$ cat config.mk
export PLATFORM = sky130hd
export DESIGN_NAME = sel_mode_ctrl_flat
export DESIGN_NICKNAME = d
export VERILOG_FILES = /design/src/rtl/sel_mode_if.sv /design/src/rtl/sel_mode_ctrl.sv /design/src/flat_wrapper.sv
export SDC_FILE = /design/constraint.sdc
export NUM_CORES = 1
export LEC_CHECK = 0
export CAP_MARGIN = 40
export CORE_ASPECT_RATIO = 0.5
export CORE_UTILIZATION = 35
export CTS_BUF_LIST = sky130_fd_sc_hd__clkbuf_8
export CTS_CLUSTER_SIZE = 40
export DETAILED_ROUTE_END_ITERATION = 12
export PLACE_DENSITY = 0.57
export REMOVE_ABC_BUFFERS = 1
export SETUP_SLACK_MARGIN = 0.2
export SLEW_MARGIN = 20
export SYNTH_ARGS = -nofsm -noshare
export SYNTH_HDL_FRONTEND = slang
export SYNTH_SLANG_ARGS = --single-unit
export TNS_END_PERCENT = 50
$ cat constraint.sdc
create_clock -name clk -period 2 [get_ports clk]
set_input_delay 0.6 -clock clk [delete_from_list [all_inputs] [get_ports clk]]
set_output_delay 0.6 -clock clk [all_outputs]
set_load 0.01 [all_outputs]
$ cat src/rtl/sel_mode_if.sv
// Key-event inputs and mode/speed outputs of the mode selector, grouped for port binding.
// key_flag is a one-cycle valid with no ready: the selector always accepts the event in the cycle it is flagged.
interface sel_mode_if #(
  parameter int NUM_KEYS = 4
);
  localparam int MODE_W = (NUM_KEYS > 2) ? $clog2(NUM_KEYS) : 1;

  logic [NUM_KEYS-1:0] key_value;
  logic [NUM_KEYS-1:0] key_flag;
  logic [MODE_W-1:0]   sel_type;
  logic [NUM_KEYS-2:0] sel_pwm;
  logic                mode_chg;
  logic                pwm_chg;
  logic                armed;

  modport master (
    output key_value, key_flag,
    input  sel_type, sel_pwm, mode_chg, pwm_chg, armed
  );

  modport slave (
    input  key_value, key_flag,
    output sel_type, sel_pwm, mode_chg, pwm_chg, armed
  );
endinterface

$ cat src/rtl/sel_mode_ctrl.sv
// Key-chord mode selector: key 0 is a shift key that opens a chord window; other keys pick a
// drive mode (alone) or a one-hot speed level (chorded with key 0).
module sel_mode_ctrl #(
  parameter int NUM_KEYS     = 4,
  parameter int CHORD_CYC    = 5000000,
  parameter int DEFAULT_MODE = 0,
  parameter int DEFAULT_PWM  = 1
) (
  input  logic     clk,
  input  logic     rst_n,
  sel_mode_if.slave bus
);
  localparam int MODE_W = (NUM_KEYS > 2) ? $clog2(NUM_KEYS) : 1;
  localparam int PWM_W  = NUM_KEYS - 1;
  localparam int CNT_W  = $clog2(CHORD_CYC);

  localparam logic [MODE_W-1:0] MODE_RST = MODE_W'(DEFAULT_MODE);
  localparam logic [PWM_W-1:0]  PWM_RST  = PWM_W'(1) << DEFAULT_PWM;
  localparam logic [CNT_W-1:0]  CNT_LAST = CNT_W'(CHORD_CYC - 1);
  localparam logic [CNT_W-1:0]  CNT_MAX  = {CNT_W{1'b1}};

  typedef enum logic {
    IDLE  = 1'b0,
    ARMED = 1'b1
  } state_t;

  state_t              state, state_nx;
  logic [CNT_W-1:0]    cnt, cnt_nx;
  logic [MODE_W-1:0]   sel_type_q, type_nx;
  logic [PWM_W-1:0]    sel_pwm_q, pwm_nx;
  logic                mode_chg_q, pwm_chg_q;

  logic [NUM_KEYS-1:0] press;
  logic                hi_press;
  logic [MODE_W-1:0]   hi_idx;
  logic [PWM_W-1:0]    hi_onehot;

  assign press    = bus.key_flag & ~bus.key_value;
  assign hi_press = |press[NUM_KEYS-1:1];

  // Scan from the top down so the lowest pressed key among 1..N-1 is the last one written.
  always_comb begin
    hi_idx    = '0;
    hi_onehot = '0;
    for (int i = NUM_KEYS - 1; i >= 1; i--) begin
      if (press[i]) begin
        hi_idx         = MODE_W'(i);
        hi_onehot      = '0;
        hi_onehot[i-1] = 1'b1;
      end
    end
  end

  always_comb begin
    state_nx = state;
    cnt_nx   = cnt;
    type_nx  = sel_type_q;
    pwm_nx   = sel_pwm_q;
    case (state)
      IDLE: begin
        cnt_nx = '0;
        if (hi_press) begin
          if (press[0]) pwm_nx  = hi_onehot;
          else          type_nx = hi_idx;
        end else if (press[0]) begin
          state_nx = ARMED;
        end
      end
      ARMED: begin
        // A press on the final window cycle wins over the mode-0 timeout.
        if (hi_press) begin
          pwm_nx   = hi_onehot;
          state_nx = IDLE;
          cnt_nx   = '0;
        end else if (press[0]) begin
          cnt_nx = '0;
        end else if (cnt == CNT_LAST) begin
          type_nx  = '0;
          state_nx = IDLE;
          cnt_nx   = '0;
        end else if (cnt != CNT_MAX) begin
          cnt_nx = cnt + CNT_W'(1);
        end
      end
      default: begin
        state_nx = IDLE;
        cnt_nx   = '0;
      end
    endcase
  end

  always_ff @(posedge clk or negedge rst_n) begin
    if (!rst_n) begin
      state      <= IDLE;
      cnt        <= '0;
      sel_type_q <= MODE_RST;
      sel_pwm_q  <= PWM_RST;
      mode_chg_q <= 1'b0;
      pwm_chg_q  <= 1'b0;
    end else begin
      state      <= state_nx;
      cnt        <= cnt_nx;
      sel_type_q <= type_nx;
      sel_pwm_q  <= pwm_nx;
      mode_chg_q <= (type_nx != sel_type_q);
      pwm_chg_q  <= (pwm_nx != sel_pwm_q);
    end
  end

  assign bus.sel_type = sel_type_q;
  assign bus.sel_pwm  = sel_pwm_q;
  assign bus.mode_chg = mode_chg_q;
  assign bus.pwm_chg  = pwm_chg_q;
  assign bus.armed    = (state == ARMED);
endmodule

$ cat src/flat_wrapper.sv
// flat-port wrapper written by rule: the top's interface ports become plain ports
module sel_mode_ctrl_flat 
#(
  parameter int NUM_KEYS     = 4,
  parameter int CHORD_CYC    = 5000000,
  parameter int DEFAULT_MODE = 0,
  parameter int DEFAULT_PWM  = 1
)
  (clk, rst_n, bus_key_value, bus_key_flag, bus_sel_type, bus_sel_pwm, bus_mode_chg, bus_pwm_chg, bus_armed);
  sel_mode_if #(.NUM_KEYS(NUM_KEYS)) bus_i ();
  input  logic clk;
  input  logic rst_n;
  input wire logic [$bits(bus_i.key_value)-1:0] bus_key_value;
  input wire logic [$bits(bus_i.key_flag)-1:0] bus_key_flag;
  output wire logic [$bits(bus_i.sel_type)-1:0] bus_sel_type;
  output wire logic [$bits(bus_i.sel_pwm)-1:0] bus_sel_pwm;
  output wire logic [$bits(bus_i.mode_chg)-1:0] bus_mode_chg;
  output wire logic [$bits(bus_i.pwm_chg)-1:0] bus_pwm_chg;
  output wire logic [$bits(bus_i.armed)-1:0] bus_armed;
  assign bus_i.key_value = bus_key_value;
  assign bus_i.key_flag = bus_key_flag;
  assign bus_sel_type = bus_i.sel_type;
  assign bus_sel_pwm = bus_i.sel_pwm;
  assign bus_mode_chg = bus_i.mode_chg;
  assign bus_pwm_chg = bus_i.pwm_chg;
  assign bus_armed = bus_i.armed;
  sel_mode_ctrl #(.NUM_KEYS(NUM_KEYS), .CHORD_CYC(CHORD_CYC), .DEFAULT_MODE(DEFAULT_MODE), .DEFAULT_PWM(DEFAULT_PWM)) u_core (.clk(clk), .rst_n(rst_n), .bus(bus_i));
endmodule
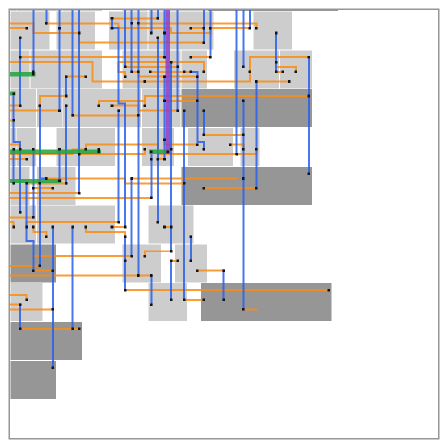
closeup.png
Window x 63 to 93, y 0 to 30 um. Cells in grey, sequential cells in the stronger grey; small squares are vias.
- purple: M4
- blue: M2
- green: M3
- orange: M1
- cells with their middle in the window: 31
- most frequent: buf_4 (9), dfrtp_1 (4)
- netlist names of flops here include: `u_core.cnt` (4)
- sequential cells in the window: 4

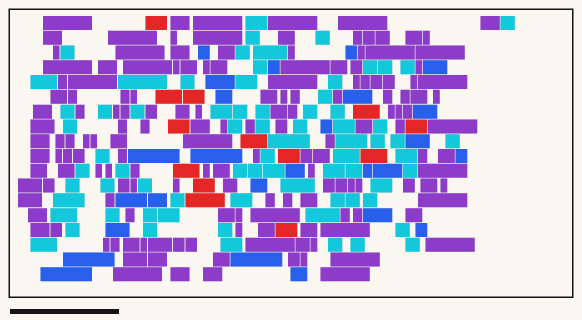
sizing.png
Bar = 20 um.
- cyan: x3 and x4 (cells 73; most used buf_4)
- blue: x2 (cells 26; most used nor2_2)
- red: x6 and larger (cells 13; most used buf_6)
- purple: x1 and smaller (cells 159; most used dfrtp_1)

==> results.json <==
{
  "wl_met3_um": 201,
  "endpoint": "u_core.cnt[19]",
  "ys_cells": 195,
  "reg2reg_depth": 7,
  "drive_gt1_share_pct": 41.3,
  "worst_pin_slew_ns": 0.439,
  "outcome": "complete, no violations",
  "min_path_type": "register to register",
  "syn_area_um2": 1800,
  "wl_met2_um": 2450,
  "die_h_um": 52.7,
  "drtAntennaViolNets": 0,
  "layout_min_cycle_time_ns": 1.91,
  "rsz0062_at_grt": "true",
  "insertion_delay_ns": 0.28,
  "cap_viol_max_count": 0,
  "top_usage_layer": "met2",
  "met1_usage_pct": 22.8,
  "final_area_um2": 2800,
  "antenna_found_initial": 0,
  "drt-met1-wl_um": 2280,
  "cts_tree": "yes",
  "r2r-end": "u_core.cnt[19]",
  "synth_cells": 195,
  "grt_pass1_wl_um": 7320,
  "globalplace.congestion": 0.824,
  "area_growth_pct": 55.6,
  "seq_area_um2": 782,
  "p_leak_nw": 1.18,
  "critPathMaxStageDelay_ns": 0.51,
  "drt-wirelength-per-cell_um": 14.6,
  "ys_ff": 31,
  "cts_root_buf": "clkbuf_8",
  "min_to": "u_core.bus.sel_type[1]",
  "whs_ns": 0.514,
  "timing.rr.start": "u_core.cnt[0]",
  "nets": 281,
  "hold_depth": 1,
  "path_depth": 7,
  "fp-utilization_pct": 36.5,
  "cp_max_fo": 4,
  "port_buffers": 17,
  "slowest_stage": "or4b_4",
  "async_flop_share_pct": 100
}
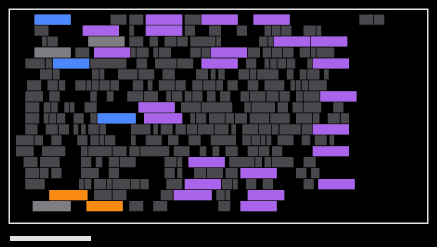
ff_map.png
Bar = 20 um.
- purple: `u_core.cnt` (sequential cells 23)
- orange: `u_core.bus.sel_type` (sequential cells 2)
- blue: `u_core.bus.sel_pwm` (sequential cells 3)

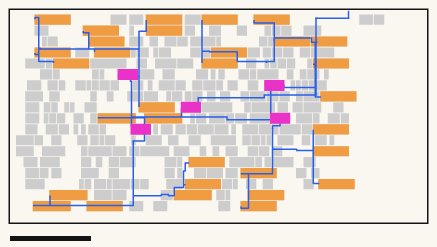
clock_wires.png
Bar = 20 um.
- blue: clock wires (length 437 um)
- orange: flip-flops (count 31)
- magenta: clock-net drivers (count 5)
- flops lie: all over the die

[layout by cell type, fill, tap and decap left out, types with 4 or more instances in the layout]
master / n
a21oi_1: 10
o21ai_0: 8
nor2_2: 5
dfrtp_2: 4
nor2_1: 21
clkdlybuf4s50_1: 11
nand2_1: 10
buf_4: 50
xor2_1: 6
or4_4: 5
xnor2_1: 8
buf_6: 7
dlymetal6s2s_1: 5
clkbuf_8: 5
nand3_1: 9
dfrtp_1: 26
inv_1: 6
o2111ai_1: 4
[through the flow]
stage	TNS, ns	cells
2_1_floorplan	0	188
3_3_place_gp	-3.79	315
3_5_place_dp	-4.28	315
4_1_cts	0	326
5_1_grt	0	341
6_report	0	341
[logic make-up (layout without fill, tap and decap cells)]
group | Yosys count | in the layout | synth area share (%)
xor gates and xnor gates | 14 | 14 | 6.82
muxes | 2 | 2 | 1.11
buffers and inverters | 11 | 86 | 3.13
and+or+nand+nor | 94 | 95 | 30.1
DFF | 31 | 31 | 43.2
AOI/OAI and AO/OA | 42 | 42 | 15.0
adders and majority gates | 1 | 1 | 0.695
[report_power, final]
part / total [W] / internal [W] / switching [W]
Clock: 0.000460 / 0.000234 / 0.000226
Combinational: 0.000271 / 0.000150 / 0.000121
Sequential: 0.000690 / 0.000661 / 0.0000280
Total: 0.00142 / 0.00105 / 0.000376
[layout make-up]
| class | count | area share (%) |
|---|---|---|
| clock buffers | 5 | 2.46 |
| well taps | 70 | 3.13 |
| flip-flops and latches | 31 | 27.9 |
| repair buffers | 74 | 22.7 |
| inverters | 4 | 0.536 |
| multi-input cells | 154 | 42.8 |
| clock inverters | 3 | 0.447 |
[state kept, by name (all words and copies together) (netlist names)]
register and count:
u_core.bus.mode_chg 1, u_core.bus.armed 1, u_core.bus.sel_pwm 3, u_core.cnt 23
u_core.bus.sel_type 2, u_core.bus.pwm_chg 1
